==> src/rtl/l1_dist_seq_pkg.sv <==
// l1_dist_seq_pkg: shared definitions for the L1-distance sequencer.
//   NBIT_DEF   default unsigned operand width of x and w
//   ACC_W_DEF  default accumulator / result width
//   LEN_W_DEF  default pair-count field width
//   l1_state_e sequencer state encoding (L1_IDLE, L1_RUN, L1_DRAIN, L1_DONE)
package l1_dist_seq_pkg;
  localparam int NBIT_DEF  = 8;
  localparam int ACC_W_DEF = 18;
  localparam int LEN_W_DEF = 8;

  typedef enum logic [1:0] {
    L1_IDLE  = 2'd0,
    L1_RUN   = 2'd1,
    L1_DRAIN = 2'd2,
    L1_DONE  = 2'd3
  } l1_state_e;
endpackage

==> src/rtl/l1_dist_seq_sub.sv <==
// l1_dist_seq_sub: ripple-carry subtractor, diff = a + ~b + 1 (mod 2^NBIT).
//   a    input  NBIT  minuend
//   b    input  NBIT  subtrahend
//   diff output NBIT  a - b
// Callers steer a >= b, so the carry out is always 1 and is not exported.
module l1_dist_seq_sub #(
  parameter int NBIT = 8
) (
  input  logic [NBIT-1:0] a,
  input  logic [NBIT-1:0] b,
  output logic [NBIT-1:0] diff
);
  logic [NBIT-1:0] c;
  logic [NBIT-1:0] nb;

  assign nb   = ~b;
  assign c[0] = 1'b1;

  for (genvar i = 0; i < NBIT; i++) begin : g_bit
    assign diff[i] = a[i] ^ nb[i] ^ c[i];
    if (i < NBIT - 1) begin : g_cy
      assign c[i+1] = (a[i] & nb[i]) | (c[i] & (a[i] ^ nb[i]));
    end
  end
endmodule

==> src/rtl/l1_dist_seq.sv <==
// l1_dist_seq: sequencer computing result = -sum|x_i - w_i| over i_len pairs
// with one shared subtractor.
//   i_clk    clock, rising edge
//   i_rstn   synchronous active-low reset
//   i_start  start job (sampled in IDLE), i_len pair count captured with it
//   i_valid / o_ready  pair handshake carrying i_x, i_w (unsigned)
//   o_busy   high in every state except IDLE
//   o_done   one-cycle pulse, o_result valid from this cycle and held
// Optional: define L1_DIST_SAT_EN to saturate the accumulator at
// 2^(ACC_W-1)-1 instead of wrapping mod 2^ACC_W.
module l1_dist_seq
  import l1_dist_seq_pkg::*;
#(
  parameter int NBIT  = NBIT_DEF,
  parameter int ACC_W = ACC_W_DEF,
  parameter int LEN_W = LEN_W_DEF
) (
  input  logic             i_clk,
  input  logic             i_rstn,
  input  logic             i_start,
  input  logic [LEN_W-1:0] i_len,
  input  logic             i_valid,
  input  logic [NBIT-1:0]  i_x,
  input  logic [NBIT-1:0]  i_w,
  output logic             o_ready,
  output logic             o_busy,
  output logic             o_done,
  output logic [ACC_W-1:0] o_result
);
  l1_state_e        state;
  logic [LEN_W-1:0] len_q, cnt;
  logic             p_valid;
  logic [NBIT-1:0]  p_x, p_w;
  logic [NBIT-1:0]  op_a, op_b, diff;
  logic [ACC_W-1:0] acc, acc_nxt;
  logic             hs;

  assign hs = (state == L1_RUN) && i_valid && o_ready;

  // Steer the larger operand to A so the subtractor yields |p_x - p_w|.
  assign op_a = (p_x >= p_w) ? p_x : p_w;
  assign op_b = (p_x >= p_w) ? p_w : p_x;

  l1_dist_seq_sub #(.NBIT(NBIT)) u_sub (
    .a    (op_a),
    .b    (op_b),
    .diff (diff)
  );

`ifdef L1_DIST_SAT_EN
  localparam logic [ACC_W:0] SAT_MAX = (ACC_W+1)'(2**(ACC_W-1) - 1);
  logic [ACC_W:0] acc_sum;
  // acc never exceeds SAT_MAX, so one extra bit holds the raw sum.
  assign acc_sum = {1'b0, acc} + (ACC_W+1)'(diff);
  assign acc_nxt = (acc_sum > SAT_MAX) ? SAT_MAX[ACC_W-1:0] : acc_sum[ACC_W-1:0];
`else
  assign acc_nxt = acc + ACC_W'(diff);
`endif

  always_ff @(posedge i_clk) begin
    if (!i_rstn) begin
      state    <= L1_IDLE;
      len_q    <= '0;
      cnt      <= '0;
      p_valid  <= 1'b0;
      p_x      <= '0;
      p_w      <= '0;
      acc      <= '0;
      o_ready  <= 1'b0;
      o_busy   <= 1'b0;
      o_done   <= 1'b0;
      o_result <= '0;
    end else begin
      o_done  <= 1'b0;
      p_valid <= hs;
      if (hs) begin
        p_x <= i_x;
        p_w <= i_w;
        cnt <= cnt + 1'b1;
      end
      if (p_valid) acc <= acc_nxt;

      case (state)
        L1_IDLE: if (i_start) begin
          len_q  <= i_len;
          cnt    <= '0;
          acc    <= '0;
          o_busy <= 1'b1;
          if (i_len == '0) begin
            state <= L1_DONE;
          end else begin
            state   <= L1_RUN;
            o_ready <= 1'b1;
          end
        end
        L1_RUN: if (hs && (cnt + 1'b1 == len_q)) begin
          state   <= L1_DRAIN;
          o_ready <= 1'b0;
        end
        // Last pipe entry lands in acc on this edge.
        L1_DRAIN: state <= L1_DONE;
        L1_DONE: begin
          state    <= L1_IDLE;
          o_busy   <= 1'b0;
          o_done   <= 1'b1;
          o_result <= '0 - acc;
        end
        default: state <= L1_IDLE;
      endcase
    end
  end
endmodule

==> config.mk <==
export PLATFORM = sky130hd
export DESIGN_NAME = l1_dist_seq
export DESIGN_NICKNAME = d
export VERILOG_FILES = /design/src/rtl/l1_dist_seq_pkg.sv /design/src/rtl/l1_dist_seq_sub.sv /design/src/rtl/l1_dist_seq.sv
export SDC_FILE = /design/constraint.sdc
export NUM_CORES = 1
export LEC_CHECK = 0
export CORE_MARGIN = 1.5
export CORE_UTILIZATION = 50
export CTS_BUF_LIST = sky130_fd_sc_hd__clkbuf_16
export DETAILED_ROUTE_END_ITERATION = 8
export PLACE_DENSITY = 0.69
export SYNTH_ARGS = -nofsm -noshare
export SYNTH_HDL_FRONTEND = slang
export SYNTH_SLANG_ARGS = --single-unit
==> constraint.sdc <==
create_clock -name i_clk -period 8.7 [get_ports i_clk]
set_input_delay 1.305 -clock i_clk [delete_from_list [all_inputs] [get_ports i_clk]]
set_output_delay 1.305 -clock i_clk [all_outputs]
set_load 0.1 [all_outputs]
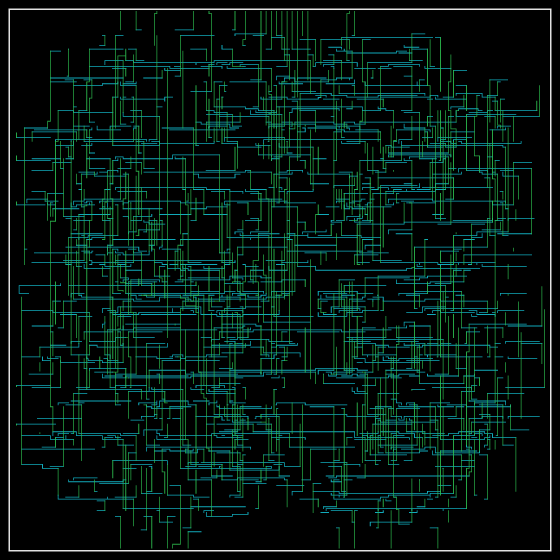
Figure 1: routed metal, one colour a layer.
Two of the layers only.
- metal 2: green (wire length 4190 µm)
- metal 1: cyan (wire length 4510 µm)

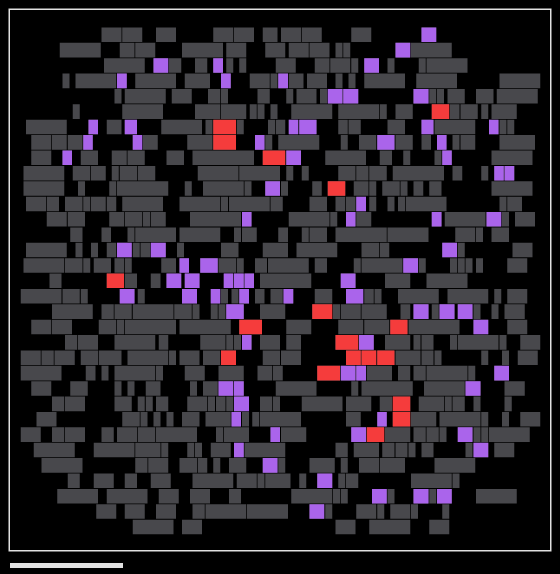
Figure 2: gate families picked out.
Bar = 20 µm.
- inverting AOI/OAI gates: purple (cells 78; most used a21boi_0)
- AND-OR and OR-AND gates: red (cells 18; most used a211o_1)

==> impl_metrics.csv <==
group,metric,value,unit
route,drt_iter0_drc,152,
layout,buffer_area_frac,0.0957,
yosys,edf_count,0,
cts,ctsResizeCount,0,
setup_path,ff2ff_setup_slack,2.14,ns
yosys,synthTopLogicFamily,"simple AND/OR/NAND/NOR gates",
setup_path,required,8.97,ns
sta,holdWs,0.474,ns
yosys,ys.flops,74,
layout,syn_to_final_growth,19.2,%
run_status,status,"completed",
global_routing,busiest_layer,"met2",
global_routing,met3_usage,0.0550,
hold_path,min_path_type,"reg -> reg",
setup_path,slowest_stage,"or4_1",
layout,most-common-layout-cells,"nand2_1, dfxtp_1, clkdlybuf4s50_1, nor2_1, ha_1",
flow_run,warnings,30,
setup_path,crit_end,"acc[10]$_SDFF_PN0_",
yosys,muxShareOfSynthArea,0.0421,
yosys,synth_cells,510,
power_and_ir_drop,p_clk_frac,0.358,
hold_path,min_path_cells,2,
setup_path,cpPeakStageDelay,0.44,ns
setup_path,start_kind,"flip-flop",
global_routing,grt_pass1_wl,15.7,mm
global_routing,grt_overflow,0,
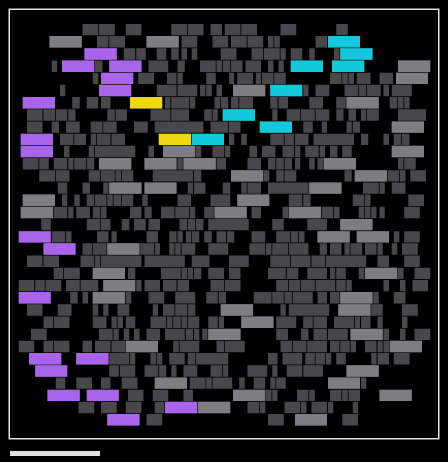
Figure 3: register map, names as in the netlist.
Bar = 20 µm.
- o_result: purple (flops 18)
- len_q: cyan (flops 8)
- state: yellow (flops 2)
- not coloured: 46

